===== config.mk =====
export PLATFORM = sky130hd
export DESIGN_NAME = load_store_unit_flat
export DESIGN_NICKNAME = d
export VERILOG_FILES = /design/src/rtl/load_store_unit_if.sv /design/src/rtl/load_store_unit.sv /design/src/flat_wrapper.sv
export SDC_FILE = /design/constraint.sdc
export NUM_CORES = 1
export LEC_CHECK = 0
export CORE_ASPECT_RATIO = 0.5
export CORE_MARGIN = 5
export CORE_UTILIZATION = 57
export DETAILED_ROUTE_END_ITERATION = 10
export DONT_BUFFER_PORTS = 1
export PLACE_DENSITY = 0.72
export SYNTH_ARGS = -nofsm -noshare
export SYNTH_HDL_FRONTEND = slang
export SYNTH_SLANG_ARGS = --single-unit

===== constraint.sdc =====
create_clock -name clk -period 2.6 [get_ports clk]
set_input_delay 0.52 -clock clk [delete_from_list [all_inputs] [get_ports clk]]
set_output_delay 0.52 -clock clk [all_outputs]
set_load 0.05 [all_outputs]

===== src/rtl/load_store_unit_if.sv =====
// Request, response and Data_Memory-side signals of the load/store unit.
// The unit uses the slave view; the core/memory side uses the master view.
interface load_store_unit_if;
  logic        req_valid;
  logic        req_ready;
  logic        req_we;
  logic [2:0]  req_funct3;
  logic [31:0] req_addr;
  logic [31:0] req_wdata;

  logic        resp_valid;
  logic        resp_ready;
  logic [31:0] resp_rdata;
  logic        resp_error;

  logic [31:0] mem_read_address;
  logic [31:0] mem_write_address;
  logic        mem_write_en;
  logic [1:0]  mem_write_command;
  logic [31:0] mem_write_data;
  logic [31:0] mem_read_data;

  modport slave (
    input  req_valid, req_we, req_funct3, req_addr, req_wdata,
    input  resp_ready, mem_read_data,
    output req_ready, resp_valid, resp_rdata, resp_error,
    output mem_read_address, mem_write_address, mem_write_en,
    output mem_write_command, mem_write_data
  );

  modport master (
    output req_valid, req_we, req_funct3, req_addr, req_wdata,
    output resp_ready, mem_read_data,
    input  req_ready, resp_valid, resp_rdata, resp_error,
    input  mem_read_address, mem_write_address, mem_write_en,
    input  mem_write_command, mem_write_data
  );
endinterface


===== src/rtl/load_store_unit.sv =====
// Sequential load/store unit in front of Data_Memory: accepts one request,
// checks funct3/alignment/range, performs a one-cycle memory access and
// returns extended load data (or an error) over a valid/ready response.
module load_store_unit #(
  parameter int MEM_BYTES = 128
) (
  input logic              clk,
  input logic              resetn,
  load_store_unit_if.slave bus
);

  typedef enum logic [1:0] {IDLE, ACCESS, RESP} state_t;

  state_t     state;
  logic       we_q;
  logic [2:0] funct3_q;

  logic        funct3_ok;
  logic        misaligned;
  logic        out_of_range;
  logic        req_error;
  logic [32:0] last_byte;

  // Access width in bytes for the low two funct3 bits (0 for the illegal 11).
  function automatic logic [2:0] size_of(input logic [1:0] sz);
    case (sz)
      2'b00:   return 3'd1;
      2'b01:   return 3'd2;
      2'b10:   return 3'd4;
      default: return 3'd0;
    endcase
  endfunction

  // Sign/zero extension of the little-endian read data for each load type.
  function automatic logic [31:0] extend(input logic [2:0] f3, input logic [31:0] d);
    case (f3)
      3'b000:  return {{24{d[7]}}, d[7:0]};
      3'b001:  return {{16{d[15]}}, d[15:0]};
      3'b100:  return {24'h0, d[7:0]};
      3'b101:  return {16'h0, d[15:0]};
      default: return d;
    endcase
  endfunction

  // Request legality; the end address is formed in 33 bits so a wrap past
  // 0xFFFFFFFF still counts as out of range.
  always_comb begin
    funct3_ok    = bus.req_we ? (bus.req_funct3 inside {3'b000, 3'b001, 3'b010})
                              : (bus.req_funct3 inside {3'b000, 3'b001, 3'b010, 3'b100, 3'b101});
    misaligned   = ((bus.req_funct3[1:0] == 2'b01) && bus.req_addr[0]) ||
                   ((bus.req_funct3[1:0] == 2'b10) && (bus.req_addr[1:0] != 2'b00));
    last_byte    = {1'b0, bus.req_addr} + {30'h0, size_of(bus.req_funct3[1:0])} - 33'd1;
    out_of_range = last_byte >= 33'(MEM_BYTES);
    req_error    = !funct3_ok || misaligned || out_of_range;
  end

  // Control FSM with registered outputs; reset also clears the memory-side
  // drive so an in-flight store is abandoned without writing.
  always_ff @(posedge clk or negedge resetn) begin
    if (!resetn) begin
      state                 <= IDLE;
      we_q                  <= 1'b0;
      funct3_q              <= 3'b000;
      bus.req_ready         <= 1'b0;
      bus.resp_valid        <= 1'b0;
      bus.resp_rdata        <= 32'h0;
      bus.resp_error        <= 1'b0;
      bus.mem_read_address  <= 32'h0;
      bus.mem_write_address <= 32'h0;
      bus.mem_write_en      <= 1'b0;
      bus.mem_write_command <= 2'b00;
      bus.mem_write_data    <= 32'h0;
    end else begin
      case (state)
        IDLE: begin
          bus.req_ready <= 1'b1;
          if (bus.req_valid && bus.req_ready) begin
            bus.req_ready <= 1'b0;
            we_q          <= bus.req_we;
            funct3_q      <= bus.req_funct3;
            if (req_error) begin
              state          <= RESP;
              bus.resp_valid <= 1'b1;
              bus.resp_error <= 1'b1;
              bus.resp_rdata <= 32'h0;
            end else begin
              state                 <= ACCESS;
              bus.mem_read_address  <= bus.req_addr;
              bus.mem_write_address <= bus.req_addr;
              bus.mem_write_en      <= bus.req_we;
              bus.mem_write_command <= bus.req_we ? bus.req_funct3[1:0] : 2'b00;
              bus.mem_write_data    <= bus.req_we ? bus.req_wdata : 32'h0;
            end
          end
        end
        ACCESS: begin
          state                 <= RESP;
          bus.resp_valid        <= 1'b1;
          bus.resp_error        <= 1'b0;
          bus.resp_rdata        <= we_q ? 32'h0 : extend(funct3_q, bus.mem_read_data);
          bus.mem_read_address  <= 32'h0;
          bus.mem_write_address <= 32'h0;
          bus.mem_write_en      <= 1'b0;
          bus.mem_write_command <= 2'b00;
          bus.mem_write_data    <= 32'h0;
        end
        RESP: begin
          if (bus.resp_ready) begin
            state          <= IDLE;
            bus.resp_valid <= 1'b0;
            bus.resp_error <= 1'b0;
            bus.resp_rdata <= 32'h0;
            bus.req_ready  <= 1'b1;
          end
        end
        default: state <= IDLE;
      endcase
    end
  end

endmodule

===== src/flat_wrapper.sv =====
// flat-port wrapper written by rule: the top's interface ports become plain ports
module load_store_unit_flat 
#(
  parameter int MEM_BYTES = 128
)
  (clk, resetn, bus_req_valid, bus_req_we, bus_req_funct3, bus_req_addr, bus_req_wdata, bus_resp_ready, bus_mem_read_data, bus_req_ready, bus_resp_valid, bus_resp_rdata, bus_resp_error, bus_mem_read_address, bus_mem_write_address, bus_mem_write_en, bus_mem_write_command, bus_mem_write_data);
  load_store_unit_if bus_i ();
  input logic clk;
  input logic resetn;
  input wire logic [$bits(bus_i.req_valid)-1:0] bus_req_valid;
  input wire logic [$bits(bus_i.req_we)-1:0] bus_req_we;
  input wire logic [$bits(bus_i.req_funct3)-1:0] bus_req_funct3;
  input wire logic [$bits(bus_i.req_addr)-1:0] bus_req_addr;
  input wire logic [$bits(bus_i.req_wdata)-1:0] bus_req_wdata;
  input wire logic [$bits(bus_i.resp_ready)-1:0] bus_resp_ready;
  input wire logic [$bits(bus_i.mem_read_data)-1:0] bus_mem_read_data;
  output wire logic [$bits(bus_i.req_ready)-1:0] bus_req_ready;
  output wire logic [$bits(bus_i.resp_valid)-1:0] bus_resp_valid;
  output wire logic [$bits(bus_i.resp_rdata)-1:0] bus_resp_rdata;
  output wire logic [$bits(bus_i.resp_error)-1:0] bus_resp_error;
  output wire logic [$bits(bus_i.mem_read_address)-1:0] bus_mem_read_address;
  output wire logic [$bits(bus_i.mem_write_address)-1:0] bus_mem_write_address;
  output wire logic [$bits(bus_i.mem_write_en)-1:0] bus_mem_write_en;
  output wire logic [$bits(bus_i.mem_write_command)-1:0] bus_mem_write_command;
  output wire logic [$bits(bus_i.mem_write_data)-1:0] bus_mem_write_data;
  assign bus_i.req_valid = bus_req_valid;
  assign bus_i.req_we = bus_req_we;
  assign bus_i.req_funct3 = bus_req_funct3;
  assign bus_i.req_addr = bus_req_addr;
  assign bus_i.req_wdata = bus_req_wdata;
  assign bus_i.resp_ready = bus_resp_ready;
  assign bus_i.mem_read_data = bus_mem_read_data;
  assign bus_req_ready = bus_i.req_ready;
  assign bus_resp_valid = bus_i.resp_valid;
  assign bus_resp_rdata = bus_i.resp_rdata;
  assign bus_resp_error = bus_i.resp_error;
  assign bus_mem_read_address = bus_i.mem_read_address;
  assign bus_mem_write_address = bus_i.mem_write_address;
  assign bus_mem_write_en = bus_i.mem_write_en;
  assign bus_mem_write_command = bus_i.mem_write_command;
  assign bus_mem_write_data = bus_i.mem_write_data;
  load_store_unit #(.MEM_BYTES(MEM_BYTES)) u_core (.clk(clk), .resetn(resetn), .bus(bus_i));
endmodule

### Met1 routing, run 1

Bar = 50 um. Supply wires on this layer in gray.
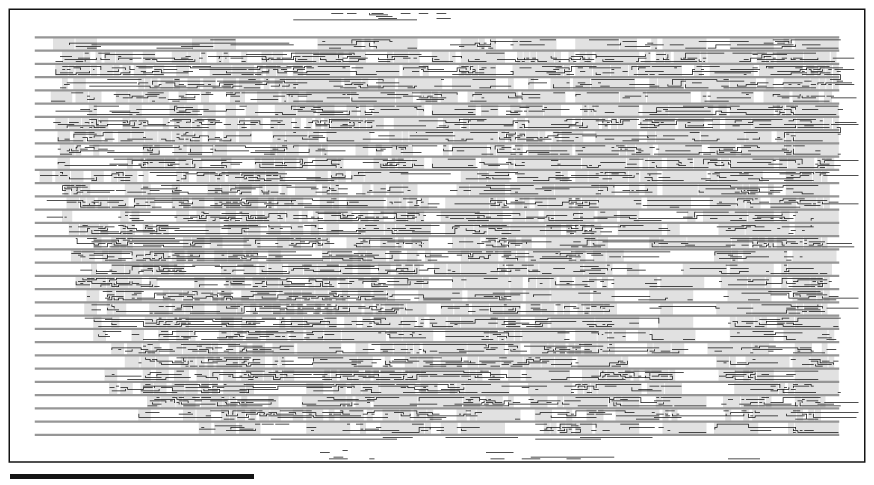
wire length on this layer: 10200 um
share of all routed wire: 42%
nets with wire on the layer: 1113
longest straight run: 45.1 um

### Wires at chosen ports, followed through buffers, run 1

Bar = 50 um.
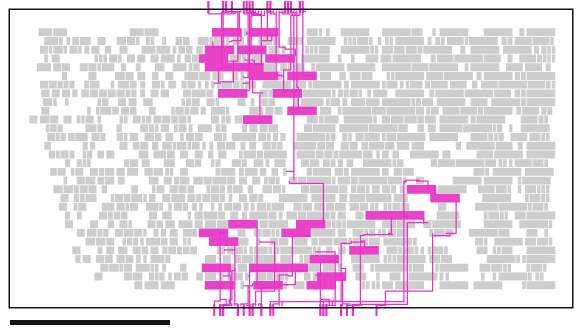
[magenta] bus_mem_read_address | bits: 32 | direction: output | edge: 17 bottom, 15 top | end cells: 32 | buffers: 7 | wire: 1100 um

### Metal layers overlaid, run 1

Only two layers are drawn.
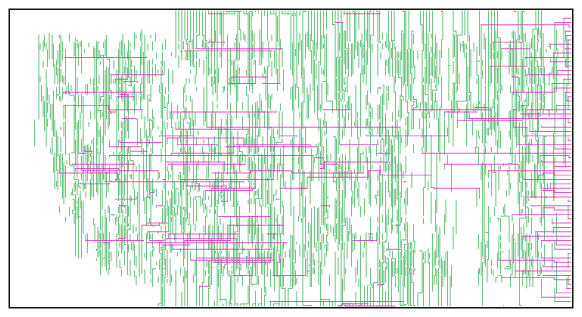
[magenta] met3 | wire length: 2130 um
[green] met2 | wire length: 11700 um

==> results_slide.txt, run 1 <==
Flow Results at a Glance

Yosys
  • Post-Synthesis Cells: 909
  • Yosys warning tally: 0
  • Cells in synth_stat.txt: 909
  • Mean Syn Cell Area: 8.57 sq um
  • Biggest area cells: dfrtp_1 35%, mux2i_1 10%, nand2_1 7.7%
  • YS chip area: 7790 sq um
  • Sequential-to-total area share from yosys stat: 34.7%
  • Yosys top cell by area: dfrtp_1
  • Syn nets: 1052

Detailed routing
  • Via density: 6.00
  • Met2 wire len: 11.7 mm
  • Routed vias: 7238
  • Initial detailed-routing violation count: 618
  • M1 WL: 10.2 mm
  • DR WL met3: 2.13 mm
  • Uppermost layer routed: met4
  • Residual DRC: 0
  • TritonRoute pass-1 iters: 5

Final layout
  • Post-Route Utilization: 71.9%
  • Inverters: 73
  • Fill cell count: 990
  • Non-Filler Instances: 1207
  • Layout clock area frac: 2.80%
  • CLK BUF: 9
  • Most frequent logic cell in the layout: buf_4
  • Register area: 2700 sq um
  • Non-Clock Buffer Count: 187

Clock network
  • Clk latency late pin: 0.34 ns
  • Num CTS Buffers: 9

Floorplanning
  • Ports: 238
  • N_taps: 176
  • Floorplan core density: 57.8%
  • Site Rows: 30
  • Overall die width: 175 um

Timing
  • Final setup fails: 103
  • Final worst setup slack: -1.46 ns
  • Hold Slack: -0.127 ns
  • Slew @ Worst Pin: 0.927 ns
  • Max Slew Vio Count: 0
  • Final hold vios: 108
  • Slew headroom: 38.2%

Critical path
  • Reg2reg start: u_core.state[0]
  • Worst setup path class: in -> reg
  • Crit-path max FO: 7
  • Worst Reg-to-Reg Cells: 8
  • Crit. Startpoint: bus_req_funct3[1]
  • Buf/Inv on CP: 5

GRT
  • GR Util met1: 38.8%
  • GRT met3 Usage: 5.83%
  • GRT Total Usage: 28.6%
  • Initial antenna violation count: 0
  • GR Layer Usage met2: 48.1%

Power and ir drop
  • Tot Pwr: 5.13 mW
  • PwrDens: 529 nW/um^2
  • Reg power frac: 36.4%
  • Largest Pwr Group: combinational cells
  • Switching part of the total power: 34.7%
  • Maximum VDD drop: 0.356 mV

Run status
  • Run status: complete, but fails checks
  • Failing checks: hold timing, setup timing

Placed design
  • Post-detail-place hpwl: 18.6 mm
  • Placed inst area: 9060 sq um
[run 1: cells by family after synthesis]
logic type      share of synthesized area (%)
flops                                    34.7
compound gates                           14.0
buf+inv                                  9.35
fa+ha+maj                                6.36
mux                                      15.1
xor+xnor                                 1.46
simple gates                             19.0
[run 1: worst register-to-register path, stage by stage (launching register included)]
cell and delay, ns:
dfrtp_1 0.42, inv_1 0.10, ha_1 0.30, nand3_1 0.35, nor3_4 0.31, buf_12 0.18, buf_4 0.15, buf_16 0.12
mux2i_1 0.17
[run 1: repair_timing]
action | in CTS | in global routing
cloned | 1 | 3
resized | 11 | 34
pin swaps | 2 | 2
endpoints found under the hold margin | 108 | 108
setup buffers | 4 | 7
setup endpoints to repair | 103 | 103
--- run 2 (diff from run 1) ---
--- a/config.mk
+++ b/config.mk
@@ -7,10 +7,9 @@
 export LEC_CHECK = 0
 export CORE_ASPECT_RATIO = 0.5
 export CORE_MARGIN = 5
-export CORE_UTILIZATION = 57
+export CORE_UTILIZATION = 45
 export DETAILED_ROUTE_END_ITERATION = 10
 export DONT_BUFFER_PORTS = 1
-export PLACE_DENSITY = 0.72
 export SYNTH_ARGS = -nofsm -noshare
 export SYNTH_HDL_FRONTEND = slang
 export SYNTH_SLANG_ARGS = --single-unit
### Met1 routing, run 2

Bar = 50 um. Supply wires on this layer in gray.
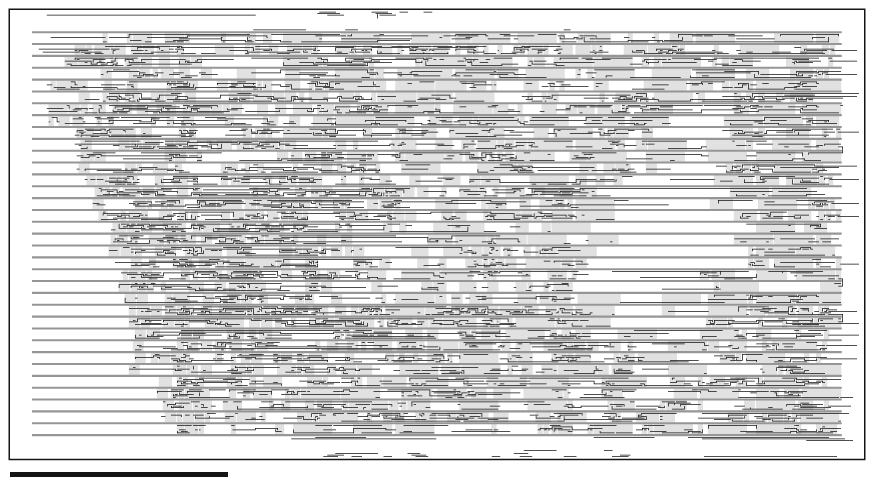
share of all routed wire: 47%
nets with wire on the layer: 1111
wire length on this layer: 11000 um
longest straight run: 55.2 um
main direction: horizontal

### Where the registers sit, run 2

Bar = 50 um. Other sequential cells in the stronger gray, the rest of the logic in the fainter gray.
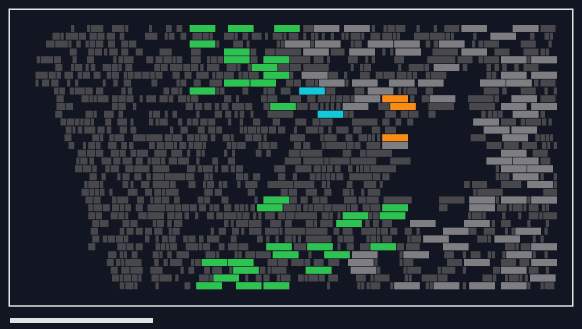
[cyan] u_core.state | placed flops: 2
[green] u_core.bus.mem_read_address | placed flops: 32
[orange] u_core.funct3_q | placed flops: 3
not colored: 71

==> results_slide.txt, run 2 <==
Flow Results at a Glance

Yosys
  • Post-synthesis instance area: 7790 sq um
  • Sequential-to-total area share from yosys stat: 34.7% (unchanged)
  • Synth Flop Type: dfrtp_1
  • Post-Synthesis Cells: 909 (unchanged)
  • Top cells by count: 159 x nand2_1, 108 x dfrtp_1, 80 x mux2i_1
  • Mean Syn Cell Area: 8.57 sq um (unchanged)
  • Cells in synth_stat.txt: 909 (unchanged)
  • YS chip area: 7790 sq um (unchanged)
  • Synth top area share: 34.7%
  • Biggest area cells: dfrtp_1 35%, mux2i_1 10%, nand2_1 7.7%
  • Synth flops: 108
  • Yosys warning tally: 0 (unchanged)
  • Yosys top cell by area: dfrtp_1
  • Count leader, synth: nand2_1
  • Netlist cell types: 67
  • Syn nets: 1052 (unchanged)
  • Post-synth EDFFs: 0

Detailed routing
  • Routed vias: 7016 (-3.1%)
  • Final ANT Viol Nets: 0
  • Uppermost layer routed: met4
  • Initial detailed-routing violation count: 361 (-42%)
  • Met2 wire len: 10.8 mm (-7.7%)
  • Residual DRC: 0 (unchanged)
  • TritonRoute pass-1 iters: 5 (unchanged)
  • Via density: 5.49 (-8.4%)
  • M1 WL: 11.0 mm (+8.2%)
  • DR WL met3: 1.44 mm (-33%)

Critical path
  • Cells along the critical path: or2_4, ha_4, inv_4, ha_4, inv_2, fa_2, nor2b_4, o31ai_4, a31o_4, a211oi_2, o311ai_2, or4_4, nor2_1, nand4_1, o31ai_4, buf_12, clkbuf_16, mux2_4
  • Buf/Inv on CP: 4 (-1)
  • Worst setup path class: in -> reg
  • Crit. Startpoint: bus_req_funct3[1]
  • Critical path depth in cells: 18
  • CP Data Arrival Time: 4.16 ns
  • Worst Reg-to-Reg Cells: 8 (unchanged)
  • Reg2reg start: u_core.state[0]
  • Crit-path max FO: 7 (unchanged)

Power and ir drop
  • PwrDens: 511 nW/um^2 (-3.4%)
  • Switching part of the total power: 34.3% (-0.38 points)
  • Reg power frac: 36.4% (about the same)
  • Sw power: 1.76 mW
  • Maximum VDD drop: 0.357 mV (+0.37%)
  • Largest Pwr Group: combinational cells
  • Tot Pwr: 5.14 mW (+0.12%)
  • Lkg Pwr: 4.73 nW

Floorplanning
  • Ports: 238 (unchanged)
  • Overall die width: 196 um (+12%)
  • Core Box Area: 17200 sq um
  • Site Rows: 34 (+13%)
  • Floorplan core density: 45.3% (-12 points)

Clock network
  • CTS max path bufs: 2
  • Num CTS Buffers: 9 (unchanged)
  • Setup Fix Bufs, Post-CTS: 8 (+4)
  • Post_cts resized: 17 (+6)
  • Clk latency late pin: 0.35 ns (about the same)

Placed design
  • Final Wtd Congestion: 0.914
  • Placed inst area: 9190 sq um (+1.4%)
  • Post-detail-place hpwl: 18.2 mm (-2.1%)

GRT
  • GR Util met1: 30.3% (-8.5 points)
  • Initial antenna violation count: 0 (unchanged)
  • GR Layer Usage met2: 35.8% (-12 points)
  • Grt ovf: 0
  • First-pass GRT wire length: 35.7 mm
  • GRT met3 Usage: 4.70% (-1.1 points)
  • GRT Total Usage: 22.0% (-6.6 points)
  • Largest net degree at the start of global routing: 109

Final layout
  • Fin area: 10000 sq um
  • Non-Filler Instances: 1277 (+5.8%)
  • Most frequent logic cell in the layout: buf_4
  • Fill cell count: 1536 (+55%)
  • Post-Route Utilization: 58.4% (-14 points)

Run status
  • Run status: complete, but fails checks
  • Failing checks: hold timing, setup timing

Timing
  • Max Slew Vio Count: 0 (unchanged)
  • Final setup fails: 103 (unchanged)
  • Hold Slack: -0.136 ns (-0.00926 ns)
  • Final hold vios: 108 (unchanged)
  • Slew headroom: 37.7% (-0.58 points)
  • Slew @ Worst Pin: 0.935 ns (+0.00864 ns)
  • Final Skew: 0.00548 ns
  • Final worst setup slack: -1.33 ns (+0.131 ns)
==> run 2: cell counts after synthesis <==
Identical to the previous run, type by type.
==> run 2: final cells by class <==
cell class / instances / area [sq um] / share of cell area, %
clock buffer: 10 / 229 / 2.28
multi-input combinational: 648 / 4710 / 46.9
clock inverter: 6 / 55.1 / 0.548
tap: 234 / 293 / 2.91
sequential: 108 / 2700 / 26.9
inverter: 73 / 277 / 2.75
timing repair buffer: 198 / 1780 / 17.7
==> run 2: logic make-up after synthesis <==
kind of cell               Yosys count  synth area share [%]
adders and majority gates           39                  6.36
muxes                              113                  15.1
buffers and inverters              153                  9.35
and+or+nand+nor                    314                  19.0
DFF                                108                  34.7
xor gates and xnor gates            13                  1.46
AOI/OAI and AO/OA                  169                  14.0
--- run 3 (diff from run 2) ---
--- a/config.mk
+++ b/config.mk
@@ -10,6 +10,7 @@
 export CORE_UTILIZATION = 45
 export DETAILED_ROUTE_END_ITERATION = 10
 export DONT_BUFFER_PORTS = 1
+export SLEW_MARGIN = 20
 export SYNTH_ARGS = -nofsm -noshare
 export SYNTH_HDL_FRONTEND = slang
 export SYNTH_SLANG_ARGS = --single-unit
### Track usage over the die, run 3

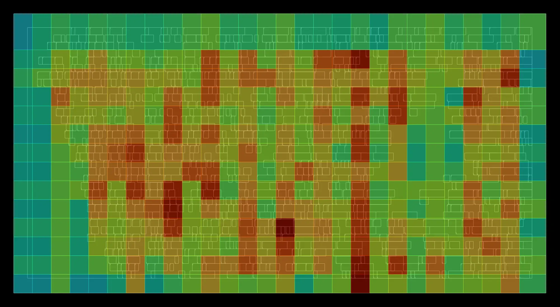
GRT Total Usage: 22.0%
GRT met3 Usage: 4.70%

### Where the registers sit, run 3

Bar = 50 um. Other sequential cells in the stronger gray, the rest of the logic in the fainter gray.
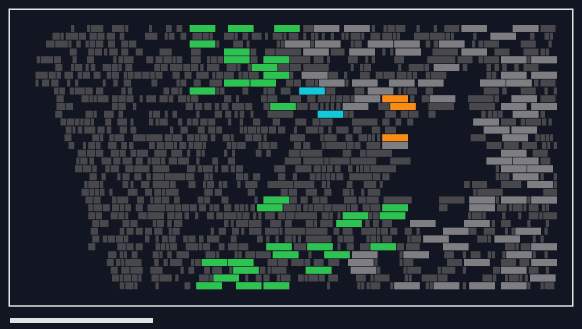
[cyan] u_core.state | placed flops: 2
[green] u_core.bus.mem_read_address | placed flops: 32
[orange] u_core.funct3_q | placed flops: 3
not colored: 71

==> results_slide.txt, run 3 <==
Flow Results at a Glance

Run status
  • Run status: complete, but fails checks
  • Failing checks: hold timing, setup timing

GRT
  • GR Util met1: 30.3% (unchanged)
  • First-pass GRT wire length: 35.7 mm (unchanged)
  • Initial antenna violation count: 0 (unchanged)
  • Largest net degree at the start of global routing: 109 (unchanged)
  • GR Layer Usage met2: 35.8% (unchanged)

Detailed routing
  • M1 WL: 11.0 mm (unchanged)
  • Uppermost layer routed: met4
  • Met2 wire len: 10.8 mm (unchanged)
  • TritonRoute pass-1 iters: 5 (unchanged)
  • Final ANT Viol Nets: 0 (unchanged)
  • Via density: 5.49 (unchanged)
  • DR WL met3: 1.44 mm (unchanged)
  • Total wire length: 23.7 mm
  • Initial detailed-routing violation count: 361 (unchanged)
  • Routed vias: 7016 (unchanged)
  • Residual DRC: 0 (unchanged)

Floorplanning
  • Core Box Area: 17200 sq um (unchanged)
  • Site Rows: 34 (unchanged)
  • Overall die width: 196 um (unchanged)
  • Floorplan core density: 45.3% (unchanged)

Critical path
  • Buf/Inv on CP: 4 (unchanged)
  • Worst Reg-to-Reg Cells: 8 (unchanged)
  • Crit. Startpoint: bus_req_funct3[1]
  • Crit-path max FO: 7 (unchanged)
  • Cells along the critical path: or2_4, ha_4, inv_4, ha_4, inv_2, fa_2, nor2b_4, o31ai_4, a31o_4, a211oi_2, o311ai_2, or4_4, nor2_1, nand4_1, o31ai_4, buf_12, clkbuf_16, mux2_4
  • Critical path depth in cells: 18 (unchanged)
  • Worst setup path class: in -> reg
  • CP Data Arrival Time: 4.16 ns (about the same)

Clock network
  • Num CTS Buffers: 9 (unchanged)
  • CTS max path bufs: 2 (unchanged)
  • CTS Sinks: 108
  • Clk latency late pin: 0.35 ns (about the same)

Yosys
  • Cells in synth_stat.txt: 909 (unchanged)
  • Yosys warning tally: 0 (unchanged)
  • Mean Syn Cell Area: 8.57 sq um (unchanged)
  • Mux share: 15.1% (unchanged)
  • XOR/XNOR Fraction of Synth Area: 1.46% (unchanged)
  • Comb area leader: simple AND/OR/NAND/NOR gates
  • Synth Flop Type: dfrtp_1
  • Post-synth EDFFs: 0 (unchanged)
  • Yosys top cell by area: dfrtp_1
  • Post-synthesis instance area: 7790 sq um (unchanged)
  • Syn nets: 1052 (unchanged)
  • Aoi share: 14.0% (unchanged)
  • Netlist cell types: 67 (unchanged)
  • Count leader, synth: nand2_1
  • Sequential-to-total area share from yosys stat: 34.7% (unchanged)
  • Synth flops: 108 (unchanged)

Timing
  • Final hold vios: 108 (unchanged)
  • Final worst setup slack: -1.33 ns (unchanged)
  • Max Slew Vio Count: 0 (unchanged)
  • Hold Slack: -0.136 ns (unchanged)
  • Final Skew: 0.00548 ns (unchanged)
  • Final setup fails: 103 (unchanged)
  • Slew @ Worst Pin: 0.935 ns (unchanged)

Power and ir drop
  • Maximum VDD drop: 0.357 mV (unchanged)
  • Tot Pwr: 5.14 mW (unchanged)
  • Largest Pwr Group: combinational cells
  • Sw power: 1.76 mW (unchanged)
  • Lkg Pwr: 4.73 nW (unchanged)
  • PwrDens: 511 nW/um^2 (unchanged)
  • Reg power frac: 36.4% (about the same)

Final layout
  • Post-Route Utilization: 58.4% (unchanged)
  • Most frequent logic cell in the layout: buf_4
  • Fin area: 10000 sq um (unchanged)

Placed design
  • Final Wtd Congestion: 0.914 (unchanged)
  • Post-detail-place hpwl: 18.2 mm (unchanged)
-- run 3: timing repair --
item                                   CTS  global route
setup buffers                            8             4
pin swaps                                6            22
setup endpoints to repair              103           103
endpoints found under the hold margin  108           108
gates cloned                             3             3
gates resized                           17            69
-- run 3: cells by family (layout without fill, tap and decap cells) --
logic type,count (synthesis),count (layout)
and+or+nand+nor,314,314
AOI/OAI and AO/OA,169,169
buffers and inverters,153,287
muxes,113,113
DFF,108,108
adders and majority gates,39,39
xor gates and xnor gates,13,13
-- run 3: area by class of cell --
cell class / instances / area, sq um
Clock buffer: 10 / 229
Clock inverter: 6 / 55.1
Fill cell: 1536 / 7140
Inverter: 73 / 277
Multi-Input combinational cell: 648 / 4710
Sequential cell: 108 / 2700
Tap cell: 234 / 293
Timing Repair Buffer: 198 / 1780
Power is estimated from default activity; no workload was simulated.
